[src/rtl/pad_ctrl_pkg.sv]
// Shared types, reset constants and helpers for the PxBIxx pad bank controller.
package pad_ctrl_pkg;

  typedef enum logic [1:0] {
    IDLE,
    RELEASE,
    TURN,
    ENABLE
  } dir_state_t;

  localparam logic NEN_RST = 1'b1;
  localparam logic PEN_RST = 1'b1;
  localparam logic PU_RST  = 1'b0;
  localparam logic PD_RST  = 1'b1;

  // Pull-up wins when both pulls are requested on the same pad.
  function automatic logic pd_after_conflict(input logic up, input logic dn);
    return dn & ~up;
  endfunction

endpackage

[src/rtl/pad_in_filter.sv]
// Single-pad input path: 2-flop synchroniser, optional debounce, edge detect.
// Debounce is built only when GPIO_DEBOUNCE_EN is defined.
module pad_in_filter #(
  parameter int DB_CYC = 16
) (
  input  logic clk,
  input  logic rst,
  input  logic pad_d,
  output logic in_val,
  output logic in_rise,
  output logic in_fall
);
  import pad_ctrl_pkg::*;

  logic sync_p0, sync_p1;
  logic filt, filt_q;

  // Stage p0/p1: metastability synchroniser; filt_q: edge-detect history
  always_ff @(posedge clk) begin
    if (rst) begin
      sync_p0 <= 1'b0;
      sync_p1 <= 1'b0;
      filt_q  <= 1'b0;
    end else begin
      sync_p0 <= pad_d;
      sync_p1 <= sync_p0;
      filt_q  <= filt;
    end
  end

`ifdef GPIO_DEBOUNCE_EN
  localparam int DBW = (DB_CYC > 1) ? $clog2(DB_CYC) : 1;
  logic [DBW-1:0] db_cnt;

  // Count only while a pending change persists; any return to the filtered level restarts it.
  always_ff @(posedge clk) begin
    if (rst) begin
      db_cnt <= '0;
      filt   <= 1'b0;
    end else if (sync_p1 == filt) begin
      db_cnt <= '0;
    end else if (db_cnt == DBW'(DB_CYC - 1)) begin
      filt   <= sync_p1;
      db_cnt <= '0;
    end else begin
      db_cnt <= db_cnt + DBW'(1);
    end
  end
`else
  always_ff @(posedge clk) begin
    if (rst) filt <= 1'b0;
    else     filt <= sync_p1;
  end
`endif

  assign in_val  = filt;
  assign in_rise = filt & ~filt_q;
  assign in_fall = ~filt & filt_q;

endmodule

[src/rtl/pad_gpio_ctrl.sv]
// Core-side controller for a bank of PxBIxx bidirectional pads with break-before-make turnaround.
// Define GPIO_DEBOUNCE_EN to enable per-pad input debounce (DB_CYC stable cycles).
module pad_gpio_ctrl #(
  parameter int N_PADS   = 8,
  parameter int TURN_CYC = 2,
  parameter int DB_CYC   = 16
) (
  input  logic              clk,
  input  logic              rst,
  input  logic              dir_valid,
  output logic              dir_ready,
  input  logic [N_PADS-1:0] dir_oe,
  input  logic [N_PADS-1:0] out_val,
  input  logic [N_PADS-1:0] pull_up,
  input  logic [N_PADS-1:0] pull_dn,
  input  logic [1:0]        slew_cfg,
  output logic [N_PADS-1:0] pad_a,
  output logic [N_PADS-1:0] pad_nen,
  output logic [N_PADS-1:0] pad_pen,
  output logic [N_PADS-1:0] pad_pu,
  output logic [N_PADS-1:0] pad_pd,
  output logic [N_PADS-1:0] pad_conof,
  output logic [N_PADS-1:0] pad_sonof,
  input  logic [N_PADS-1:0] pad_d,
  output logic [N_PADS-1:0] in_val,
  output logic [N_PADS-1:0] in_rise,
  output logic [N_PADS-1:0] in_fall,
  output logic              busy
);
  import pad_ctrl_pkg::*;

  localparam int TW = (TURN_CYC > 1) ? $clog2(TURN_CYC) : 1;

  dir_state_t        state, state_d;
  logic [N_PADS-1:0] req, req_d;
  logic [N_PADS-1:0] cur_oe, cur_oe_d;
  logic [N_PADS-1:0] nen_d;
  logic [TW-1:0]     cnt, cnt_d;
  logic [N_PADS-1:0] pd_res;

  assign busy      = (state != IDLE);
  assign dir_ready = ~busy;

  // Drivers being dropped are released on the handshake edge; new drivers only turn on in ENABLE.
  always_comb begin
    state_d  = state;
    req_d    = req;
    cur_oe_d = cur_oe;
    cnt_d    = cnt;
    nen_d    = pad_nen;
    case (state)
      IDLE: begin
        if (dir_valid) begin
          req_d   = dir_oe;
          nen_d   = pad_nen | (cur_oe & ~dir_oe);
          state_d = RELEASE;
        end
      end
      RELEASE: begin
        cur_oe_d = cur_oe & req;
        if (~|(~cur_oe & req)) begin
          state_d = IDLE;
        end else if (TURN_CYC == 1) begin
          state_d = ENABLE;
        end else begin
          cnt_d   = TW'(TURN_CYC - 1);
          state_d = TURN;
        end
      end
      TURN: begin
        cnt_d = cnt - TW'(1);
        if (cnt == TW'(1)) state_d = ENABLE;
      end
      ENABLE: begin
        nen_d    = ~req;
        cur_oe_d = req;
        state_d  = IDLE;
      end
      default: state_d = IDLE;
    endcase
  end

  always_ff @(posedge clk) begin
    if (rst) begin
      state   <= IDLE;
      req     <= '0;
      cur_oe  <= '0;
      cnt     <= '0;
      pad_nen <= {N_PADS{NEN_RST}};
    end else begin
      state   <= state_d;
      req     <= req_d;
      cur_oe  <= cur_oe_d;
      cnt     <= cnt_d;
      pad_nen <= nen_d;
    end
  end

  always_comb begin
    pd_res = '0;
    for (int i = 0; i < N_PADS; i++) pd_res[i] = pd_after_conflict(pull_up[i], pull_dn[i]);
  end

  // Stage p0: registered data, pull and slew controls
  always_ff @(posedge clk) begin
    if (rst) begin
      pad_a     <= '0;
      pad_pu    <= {N_PADS{PU_RST}};
      pad_pd    <= {N_PADS{PD_RST}};
      pad_pen   <= {N_PADS{PEN_RST}};
      pad_conof <= '0;
      pad_sonof <= '0;
    end else begin
      pad_a     <= out_val;
      pad_pu    <= pull_up;
      pad_pd    <= pd_res;
      pad_pen   <= pull_up | pull_dn;
      pad_conof <= {N_PADS{slew_cfg[1]}};
      pad_sonof <= {N_PADS{slew_cfg[0]}};
    end
  end

  for (genvar g = 0; g < N_PADS; g++) begin : g_pad
    pad_in_filter #(.DB_CYC(DB_CYC)) u_filt (
      .clk    (clk),
      .rst    (rst),
      .pad_d  (pad_d[g]),
      .in_val (in_val[g]),
      .in_rise(in_rise[g]),
      .in_fall(in_fall[g])
    );
  end

endmodule
[config.mk]
export PLATFORM = sky130hd
export DESIGN_NAME = pad_gpio_ctrl
export DESIGN_NICKNAME = d
export VERILOG_FILES = /design/src/rtl/pad_ctrl_pkg.sv /design/src/rtl/pad_in_filter.sv /design/src/rtl/pad_gpio_ctrl.sv
export SDC_FILE = /design/constraint.sdc
export NUM_CORES = 1
export LEC_CHECK = 0
export ABC_AREA = 1
export CORE_MARGIN = 4
export CORE_UTILIZATION = 49
export CTS_BUF_LIST = sky130_fd_sc_hd__clkbuf_4 sky130_fd_sc_hd__clkbuf_8
export DETAILED_ROUTE_END_ITERATION = 8
export GPL_TIMING_DRIVEN = 0
export PLACE_DENSITY = 0.88
export SKIP_CTS_REPAIR_TIMING = 1
export SLEW_MARGIN = 10
export SYNTH_ARGS = -nofsm -noshare
export SYNTH_HDL_FRONTEND = slang
export SYNTH_SLANG_ARGS = --single-unit
export TNS_END_PERCENT = 20
[constraint.sdc]
create_clock -name clk -period 3 [get_ports clk]
set_input_delay 0.9 -clock clk [delete_from_list [all_inputs] [get_ports clk]]
set_output_delay 0.9 -clock clk [all_outputs]
set_load 0.01 [all_outputs]
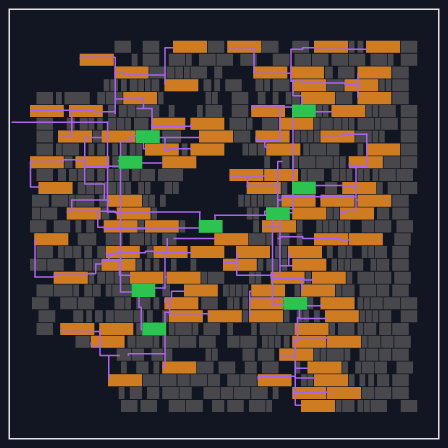
clk_routes.png
Key: green = clock drivers [count 9]; orange = flip-flops [count 93]; purple = clock wires [length 910 µm]
There are 10 routed clock nets.
Worst-Skew Late Latency: 0.35 ns
Clk network pwr share: 29.0%
Layout Skew: 0.0103 ns
P_clk: 0.739 mW

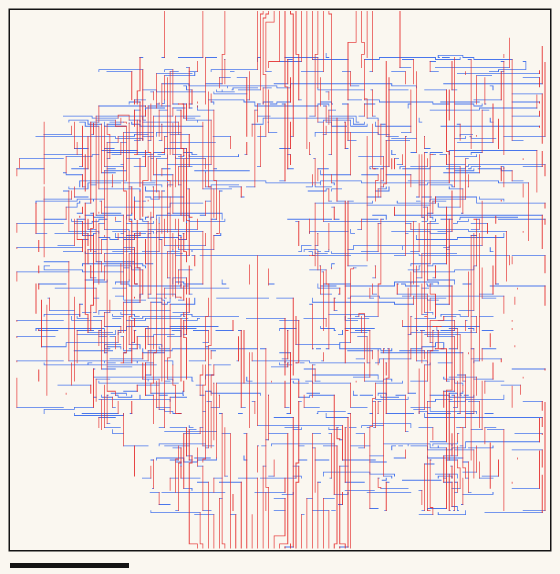
wires.png
The bar under the picture is 20 µm long. Two of the layers only.
Key: blue = metal 1 [wire length 3,290 µm]; red = metal 2 [wire length 4,020 µm]
via count: 2,807
All-Layer GR Usage: 19.1%
routed len/inst: 12.9 µm

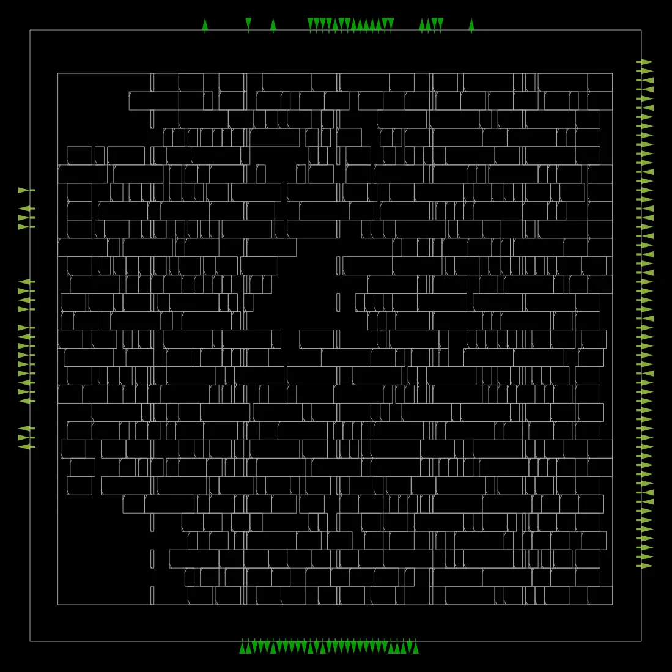
placement.png
core area: 6490 µm²
# rows: 29
Finished Core Util: 75.1%

[kinds of logic after synthesis]
| family | after synthesis | synth area share [%] |
|---|---|---|
| flip-flops | 93 | 55.5 |
| buffers and inverters | 139 | 20.9 |
| AND/OR/NAND/NOR | 112 | 14.5 |
| AND-OR/OR-AND | 51 | 8.91 |
| XOR/XNOR | 1 | 0.261 |
[layout make-up]
cell class / instances / share of cell area (%)
Buffer: 52 / 7.67
Clock buffer: 10 / 2.82
Clock inverter: 5 / 0.769
Inverter: 87 / 6.69
Multi-Input combinational cell: 164 / 16.3
Sequential cell: 93 / 38.2
Tap cell: 77 / 1.97
Timing Repair Buffer: 125 / 25.6
[power breakdown]
part	switching (mW)	total, mW	internal, mW
clock network	0.418	0.739	0.321
logic	0.216	0.457	0.241
registers	0.0375	1.35	1.31
==> qor.csv <==
metric,value,unit
hold_path_end,g_pad[7].u_filt.in_val$_SDFF_PP0_,
dp_slack,0.893,ns
dr.max_layer_used,met4,
syn_inst,396,
finalCritPeriodShare,82.1,%
yosysCellCount,396,
n_antenna_cell,0,
synth.cell_area,3360,µm²
cp.required,2.10,ns
fp.dieH,90.8,µm
tightest_slew,0.471,ns
synthesis.nets,441,
h-tree-depth,3,
critical_path.top_delay_family,buffers and inverters,
grt_max_degree,16,
drv_slew,0,
critPathBufInv,3,
critPathLaunch,g_pad[0].u_filt.in_val$_SDFF_PP0_,
critPathSlowestCell,clkdlybuf4s50_1,
numClockSinks,93,
placed_area,4700,µm²
fp-utilization,51.7,%
cts-root-buf,clkbuf_8,
status,completed,
place_inst,598,
numCtsBuffers,9,
r2r.worst_path.cells,4,
ys_seq_share,55.5,%
wl_met3,514,µm
ff_type,dfxtp_1,
antenna_found_initial,0,
regArea,1860,µm²
reg2reg_slack,1.87,ns
fp.dieW,90.8,µm
synth-area-yosys,3360,µm²
portBuffers,125,
hp-start,g_pad[7].u_filt.sync_p1$_SDFF_PP0_,
place.gp.congestion,0.826,
firstDrtPassIters,4,
yosys_warnings,0,
async_flop_share,0,%
synth_area_per_cell,8.48,µm²
dpl.hpwl,6.24,mm
setup-violations-final,0,
finalNonFillerCells,613,
top_usage_layer,met2,
synth_top_cell_by_area,dfxtp_1,
cellLeakagePower,2.17,nW
Power and IR drop assume default switching activity.
